`config.mk`:
```
export PLATFORM = sky130hd
export DESIGN_NAME = multicycle_core_flat
export DESIGN_NICKNAME = d
export VERILOG_FILES = /design/src/rtl/multicycle_core_if.sv /design/src/rtl/multicycle_core.sv /design/src/flat_wrapper.sv
export SDC_FILE = /design/constraint.sdc
export NUM_CORES = 2
export LEC_CHECK = 0
export CORE_ASPECT_RATIO = 1.25
export CORE_MARGIN = 2
export CORE_UTILIZATION = 55
export DETAILED_ROUTE_END_ITERATION = 8
export GPL_TIMING_DRIVEN = 0
export PLACE_DENSITY = 0.72
export SYNTH_ARGS = -nofsm -noshare
export SYNTH_HDL_FRONTEND = slang
export SYNTH_SLANG_ARGS = --single-unit
```
`constraint.sdc`:
```
create_clock -name clk -period 9.4 [get_ports clk]
set_input_delay 2.35 -clock clk [delete_from_list [all_inputs] [get_ports clk]]
set_output_delay 2.35 -clock clk [all_outputs]
set_load 0.01 [all_outputs]
```
`src/rtl/multicycle_core_if.sv`:
```
// Instruction and data memory buses of the multicycle core.
// The core drives requests through the master modport; memories answer through slave.
interface multicycle_core_if #(
  parameter int XLEN = 32
);
  logic            imem_req;
  logic [XLEN-1:0] imem_addr;
  logic [31:0]     imem_rdata;
  logic            imem_ready;
  logic            dmem_req;
  logic            dmem_we;
  logic [XLEN-1:0] dmem_addr;
  logic [XLEN-1:0] dmem_wdata;
  logic [XLEN-1:0] dmem_rdata;
  logic            dmem_ready;

  modport master (
    output imem_req, imem_addr, dmem_req, dmem_we, dmem_addr, dmem_wdata,
    input  imem_rdata, imem_ready, dmem_rdata, dmem_ready
  );

  modport slave (
    input  imem_req, imem_addr, dmem_req, dmem_we, dmem_addr, dmem_wdata,
    output imem_rdata, imem_ready, dmem_rdata, dmem_ready
  );
endinterface

```
`src/rtl/multicycle_core.sv`:
```
// Small multicycle RISC-V subset core: ADD/SUB/AND/OR/ADDI, word load/store, BEQ.
// Unsupported instructions park the core in HALT until reset.
module multicycle_core #(
  parameter int              XLEN     = 32,
  parameter int              NREGS    = 32,
  parameter logic [XLEN-1:0] PC_RESET = '0
) (
  input  logic            clk,
  input  logic            reset,
  multicycle_core_if.master bus,
  output logic            retired,
  output logic            halted,
  output logic [XLEN-1:0] pc_out
);
  localparam int RW = $clog2(NREGS);

  typedef enum logic [2:0] {FETCH, DECODE, EXEC, MEM, WB, HALT} state_t;

  state_t          state_q, state_d;
  logic [XLEN-1:0] pc_q, pc_d;
  logic [31:0]     ir_q, ir_d;
  logic [XLEN-1:0] a_q, a_d, b_q, b_d, imm_q, imm_d;
  logic [XLEN-1:0] alu_q, alu_d, mdr_q, mdr_d;
  logic            retired_q, retired_d;
  logic [XLEN-1:0] regs_q [NREGS];
  logic            rf_we_d;
  logic [XLEN-1:0] rf_wdata_d;

  logic [6:0]    opcode, funct7;
  logic [2:0]    funct3;
  logic [RW-1:0] rd_idx, rs1_idx, rs2_idx;
  logic [XLEN-1:0] imm_i, imm_s, imm_b, pc_plus4;
  logic is_r, is_addi, is_load, is_store, is_beq;

  assign opcode  = ir_q[6:0];
  assign funct3  = ir_q[14:12];
  assign funct7  = ir_q[31:25];
  assign rd_idx  = ir_q[7 +: RW];
  assign rs1_idx = ir_q[15 +: RW];
  assign rs2_idx = ir_q[20 +: RW];
  assign imm_i   = {{(XLEN-12){ir_q[31]}}, ir_q[31:20]};
  assign imm_s   = {{(XLEN-12){ir_q[31]}}, ir_q[31:25], ir_q[11:7]};
  assign imm_b   = {{(XLEN-13){ir_q[31]}}, ir_q[31], ir_q[7], ir_q[30:25], ir_q[11:8], 1'b0};
  assign pc_plus4 = pc_q + XLEN'(4);

  // SUB is the only R-type using funct7[5]; every other funct7 pattern is illegal.
  assign is_r     = (opcode == 7'b0110011) &&
                    (((funct7 == 7'h00) && (funct3 == 3'b000 || funct3 == 3'b111 || funct3 == 3'b110)) ||
                     ((funct7 == 7'h20) && (funct3 == 3'b000)));
  assign is_addi  = (opcode == 7'b0010011) && (funct3 == 3'b000);
  assign is_load  = (opcode == 7'b0000011);
  assign is_store = (opcode == 7'b0100011);
  assign is_beq   = (opcode == 7'b1100011) && (funct3 == 3'b000);

  always_ff @(posedge clk) begin
    if (!reset) begin
      state_q   <= FETCH;
      pc_q      <= PC_RESET;
      ir_q      <= '0;
      a_q       <= '0;
      b_q       <= '0;
      imm_q     <= '0;
      alu_q     <= '0;
      mdr_q     <= '0;
      retired_q <= 1'b0;
    end else begin
      state_q   <= state_d;
      pc_q      <= pc_d;
      ir_q      <= ir_d;
      a_q       <= a_d;
      b_q       <= b_d;
      imm_q     <= imm_d;
      alu_q     <= alu_d;
      mdr_q     <= mdr_d;
      retired_q <= retired_d;
    end
  end

  // x0 is never written, so it stays at its reset value of zero.
  always_ff @(posedge clk) begin
    if (!reset) begin
      for (int i = 0; i < NREGS; i++) regs_q[i] <= '0;
    end else if (rf_we_d) begin
      regs_q[rd_idx] <= rf_wdata_d;
    end
  end

  always_comb begin
    state_d    = state_q;
    pc_d       = pc_q;
    ir_d       = ir_q;
    a_d        = a_q;
    b_d        = b_q;
    imm_d      = imm_q;
    alu_d      = alu_q;
    mdr_d      = mdr_q;
    retired_d  = 1'b0;
    rf_we_d    = 1'b0;
    rf_wdata_d = is_load ? mdr_q : alu_q;
    unique case (state_q)
      FETCH: begin
        if (bus.imem_ready) begin
          ir_d    = bus.imem_rdata;
          state_d = DECODE;
        end
      end
      DECODE: begin
        a_d     = regs_q[rs1_idx];
        b_d     = regs_q[rs2_idx];
        imm_d   = is_store ? imm_s : (is_beq ? imm_b : imm_i);
        state_d = EXEC;
      end
      EXEC: begin
        if (is_beq) begin
          pc_d      = (a_q == b_q) ? pc_q + imm_q : pc_plus4;
          retired_d = 1'b1;
          state_d   = FETCH;
        end else if (is_load || is_store || is_addi) begin
          alu_d   = a_q + imm_q;
          state_d = is_addi ? WB : MEM;
        end else if (is_r) begin
          unique case (funct3)
            3'b111:  alu_d = a_q & b_q;
            3'b110:  alu_d = a_q | b_q;
            default: alu_d = funct7[5] ? a_q - b_q : a_q + b_q;
          endcase
          state_d = WB;
        end else begin
          state_d = HALT;
        end
      end
      MEM: begin
        if (bus.dmem_ready) begin
          if (is_store) begin
            pc_d      = pc_plus4;
            retired_d = 1'b1;
            state_d   = FETCH;
          end else begin
            mdr_d   = bus.dmem_rdata;
            state_d = WB;
          end
        end
      end
      WB: begin
        rf_we_d   = (rd_idx != '0);
        pc_d      = pc_plus4;
        retired_d = 1'b1;
        state_d   = FETCH;
      end
      default: state_d = HALT;
    endcase
  end

  // Gating with reset keeps a fetch from being presented while reset is held.
  assign bus.imem_req   = (state_q == FETCH) && reset;
  assign bus.imem_addr  = pc_q;
  assign bus.dmem_req   = (state_q == MEM);
  assign bus.dmem_we    = (state_q == MEM) && is_store;
  assign bus.dmem_addr  = alu_q;
  assign bus.dmem_wdata = b_q;
  assign retired        = retired_q;
  assign halted         = (state_q == HALT);
  assign pc_out         = pc_q;
endmodule

```
`src/flat_wrapper.sv`:
```
// flat-port wrapper written by rule: the top's interface ports become plain ports
module multicycle_core_flat 
#(
  parameter int              XLEN     = 32,
  parameter int              NREGS    = 32,
  parameter logic [XLEN-1:0] PC_RESET = '0
)
  (clk, reset, retired, halted, pc_out, bus_imem_req, bus_imem_addr, bus_dmem_req, bus_dmem_we, bus_dmem_addr, bus_dmem_wdata, bus_imem_rdata, bus_imem_ready, bus_dmem_rdata, bus_dmem_ready);
  multicycle_core_if #(.XLEN(XLEN)) bus_i ();
  input  logic clk;
  input  logic reset;
  output logic retired;
  output logic halted;
  output logic [XLEN-1:0] pc_out;
  output wire logic [$bits(bus_i.imem_req)-1:0] bus_imem_req;
  output wire logic [$bits(bus_i.imem_addr)-1:0] bus_imem_addr;
  output wire logic [$bits(bus_i.dmem_req)-1:0] bus_dmem_req;
  output wire logic [$bits(bus_i.dmem_we)-1:0] bus_dmem_we;
  output wire logic [$bits(bus_i.dmem_addr)-1:0] bus_dmem_addr;
  output wire logic [$bits(bus_i.dmem_wdata)-1:0] bus_dmem_wdata;
  input wire logic [$bits(bus_i.imem_rdata)-1:0] bus_imem_rdata;
  input wire logic [$bits(bus_i.imem_ready)-1:0] bus_imem_ready;
  input wire logic [$bits(bus_i.dmem_rdata)-1:0] bus_dmem_rdata;
  input wire logic [$bits(bus_i.dmem_ready)-1:0] bus_dmem_ready;
  assign bus_imem_req = bus_i.imem_req;
  assign bus_imem_addr = bus_i.imem_addr;
  assign bus_dmem_req = bus_i.dmem_req;
  assign bus_dmem_we = bus_i.dmem_we;
  assign bus_dmem_addr = bus_i.dmem_addr;
  assign bus_dmem_wdata = bus_i.dmem_wdata;
  assign bus_i.imem_rdata = bus_imem_rdata;
  assign bus_i.imem_ready = bus_imem_ready;
  assign bus_i.dmem_rdata = bus_dmem_rdata;
  assign bus_i.dmem_ready = bus_dmem_ready;
  multicycle_core #(.XLEN(XLEN), .NREGS(NREGS), .PC_RESET(PC_RESET)) u_core (.clk(clk), .reset(reset), .bus(bus_i), .retired(retired), .halted(halted), .pc_out(pc_out));
endmodule
```
flops_by_reg.png
Other sequential cells in the stronger gray, the rest of the logic in the fainter gray.
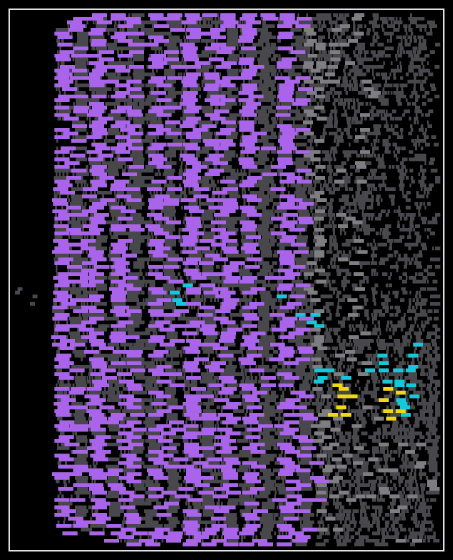
[cyan] u_core.ir_q | placed flops: 32
[purple] u_core.regs_q | placed flops: 1024
[yellow] u_core.imm_q | placed flops: 13 | where: bottom right
not colored: 164

placement.png
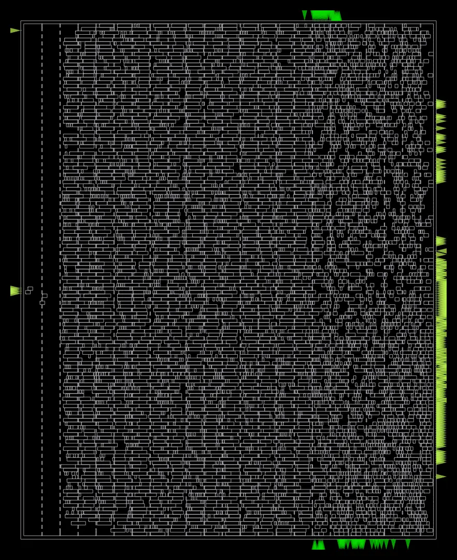
# Taps: 1606
fill cell count: 9403

layer_met1.png
The bar under the picture is 100 microns long. Cells faint in the background.
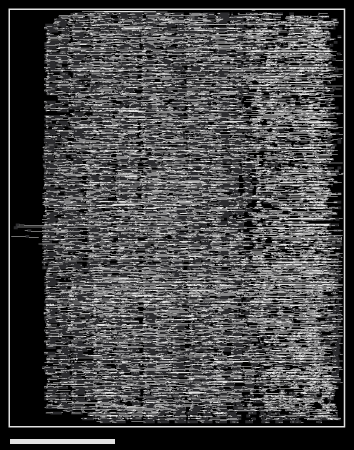
main direction: horizontal
longest straight run: 70.8 microns

layer_met2.png
Cells faint in the background.
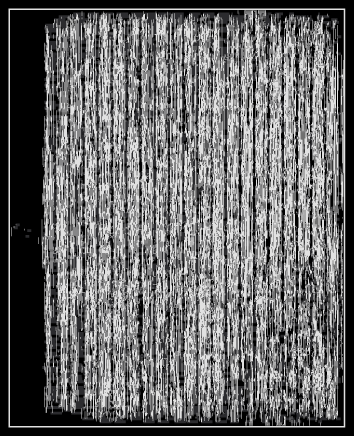
nets with wire on the layer: 5277
longest straight run: 205 microns

layer_met3.png
The bar under the picture is 100 microns long. Cells faint in the background.
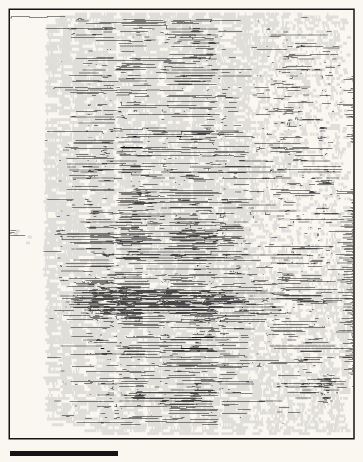
main direction: horizontal
share of all routed wire: 11%
wire length on this layer: 25.2 mm
via count: 50148
routing usage on met3: 7.81%
WL final: 239000 microns

==> results.yml <==
# generated from flow reports
clock_tree:
  cts-htree-levels: 3
  clkTransAtPathRegs_ps: 70
  clock_latency_ps: 770
  ctsHoldBuffers: 0
  post-cts-setup-buffers: 0
  cts_root_buf: "clkbuf_16"
  numClockSinks: 1233
flow_run:
  max-cap-violations: 2
  warnings: 91
power_and_ir_drop:
  p_total_mw: 14.4
  swShare_pct: 29.3
  leakage_nw: 24.5
  largestPowerGroup: "sequential cells"
  ir_worst_vdd_v: 0.000176
  clockPowerShare_pct: 35.4
  p_switching_mw: 4.22
  p_seq_mw: 6.39
timing:
  finalCriticalPeriod_ps: 8210
  slew_viol_final: 19
  holdWs_ps: 456
  fmax_ghz: 0.122
  slew_headroom_pct: -3.97
  final_hold_viol_count: 0
  rsz0062_at_grt: "no"
  finalSetupTns_ps: 0
synthesis:
  yosys_warnings: 0
  netlist_area_sq_um: 67900
  avgSynthCellArea_sq_um: 12.5
  xor_area_share_pct: 0.878
  topCombFamilyByArea: "multiplexers"
  ff_type: "edfxtp_1"
  yosys_cells: 5419
  top_cell_area_share_pct: 45.3
  fa_ha_area_share_pct: 3.02
  ys.flops: 1233
  async_reset_ff_share_pct: 0
grt:
  grt_pass1_vias: 50154
  grt_max_degree: 33
hold_path:
  hold_depth: 2
route:
  detail_route.wl_per_cell_microns: 31.9
  via_per_inst: 6.70
  ant_nets: 0
finish:
  layout.nonclk_buf_share_pct: 5.53
  regArea_sq_um: 34900
  seq_cell_count: 1233
  n_antenna_cell: 1
  logic_area_sq_um: 30500
  logic_gate_count: 3561
  final_util_pct: 62.1
  area_growth_pct: 12.4
  mostFrequentLayoutCell: "nor2_1"
  fin_area_sq_um: 76300
  drive_above_1_share_pct: 16.2
  final_net_count: 6003
  largest_class: "registers"
  fin_cells: 7481
floorplanning:
  die_w_microns: 318
  dieArea_sq_um: 126000
  core_area_sq_um: 123000
  rows: 144
  initial_core_util_pct: 55.2
worst_setup_path:
  regToRegSetupSlack_ps: 4380
  reg2reg_depth: 8
  cp_max_fo: 10
  critPathRequiredTime_ps: 7050
  path_class: "in2out"
  worstSetupStartpointType: "input pin"
place:
  place_hpwl_microns: 192000
  dpl_cell_area_sq_um: 72200
  preCtsSetupSlack_ps: 1480
status:
  outcome: "complete, but fails checks"
  violations: "capacitance limit, slew limit"
cells in the mapped netlist (all sizes together), types with 16 or more instances:
| cell type | count |
|---|---|
| o21ai | 152 |
| buf | 113 |
| ha | 159 |
| mux2i | 113 |
| nor2b | 16 |
| o211ai | 29 |
| dfxtp | 209 |
| a211oi | 93 |
| edfxtp | 1024 |
| nand2 | 320 |
| nand4 | 28 |
| a21o | 30 |
| mux4 | 640 |
| xor2 | 19 |
| nor4 | 25 |
| nor3 | 45 |
| a31oi | 25 |
| clkbuf | 408 |
| inv | 134 |
| nand3 | 57 |
| a21oi | 289 |
| xnor2 | 49 |
| nor2 | 1201 |
worst max-delay path: stages:
cell and delay (ps):
clkbuf_1 770, clkbuf_1 800, clkbuf_1 1070, and2_1 280, clkdlybuf4s50_1 570
registers in the layout, summed over array words and instances, names as in the netlist:
| name | count |
|---|---|
| u_core.state_q | 3 |
| u_core.ir_q | 32 |
| u_core.regs_q | 1024 |
| u_core.bus.imem_addr | 32 |
| u_core.a_q | 32 |
| u_core.retired | 1 |
| u_core.bus.dmem_addr | 32 |
| u_core.imm_q | 13 |
| u_core.bus.dmem_wdata | 32 |
| u_core.mdr_q | 32 |
per-layer routing:
metal | routed length [microns] | part of all wire (%) | GRT usage [%]
met4 | 20200 | 8.4 | 26.9
met3 | 25200 | 11 | 7.81
met1 | 74900 | 31 | 41.5
met2 | 119000 | 50 | 64.9
met5 | 44 | 0.018 | 0
worst max path at each step:
stage          startpoint            to  slack, ps  cells after the start
5_1_grt             reset  bus_imem_req       1380                      5
3_5_place_dp        reset  bus_imem_req       1480                      5
2_1_floorplan       reset  bus_imem_req       3770                      4
6_report            reset  bus_imem_req       1190                      5
3_3_place_gp        reset  bus_imem_req       1500                      5
4_1_cts             reset  bus_imem_req       1470                      5
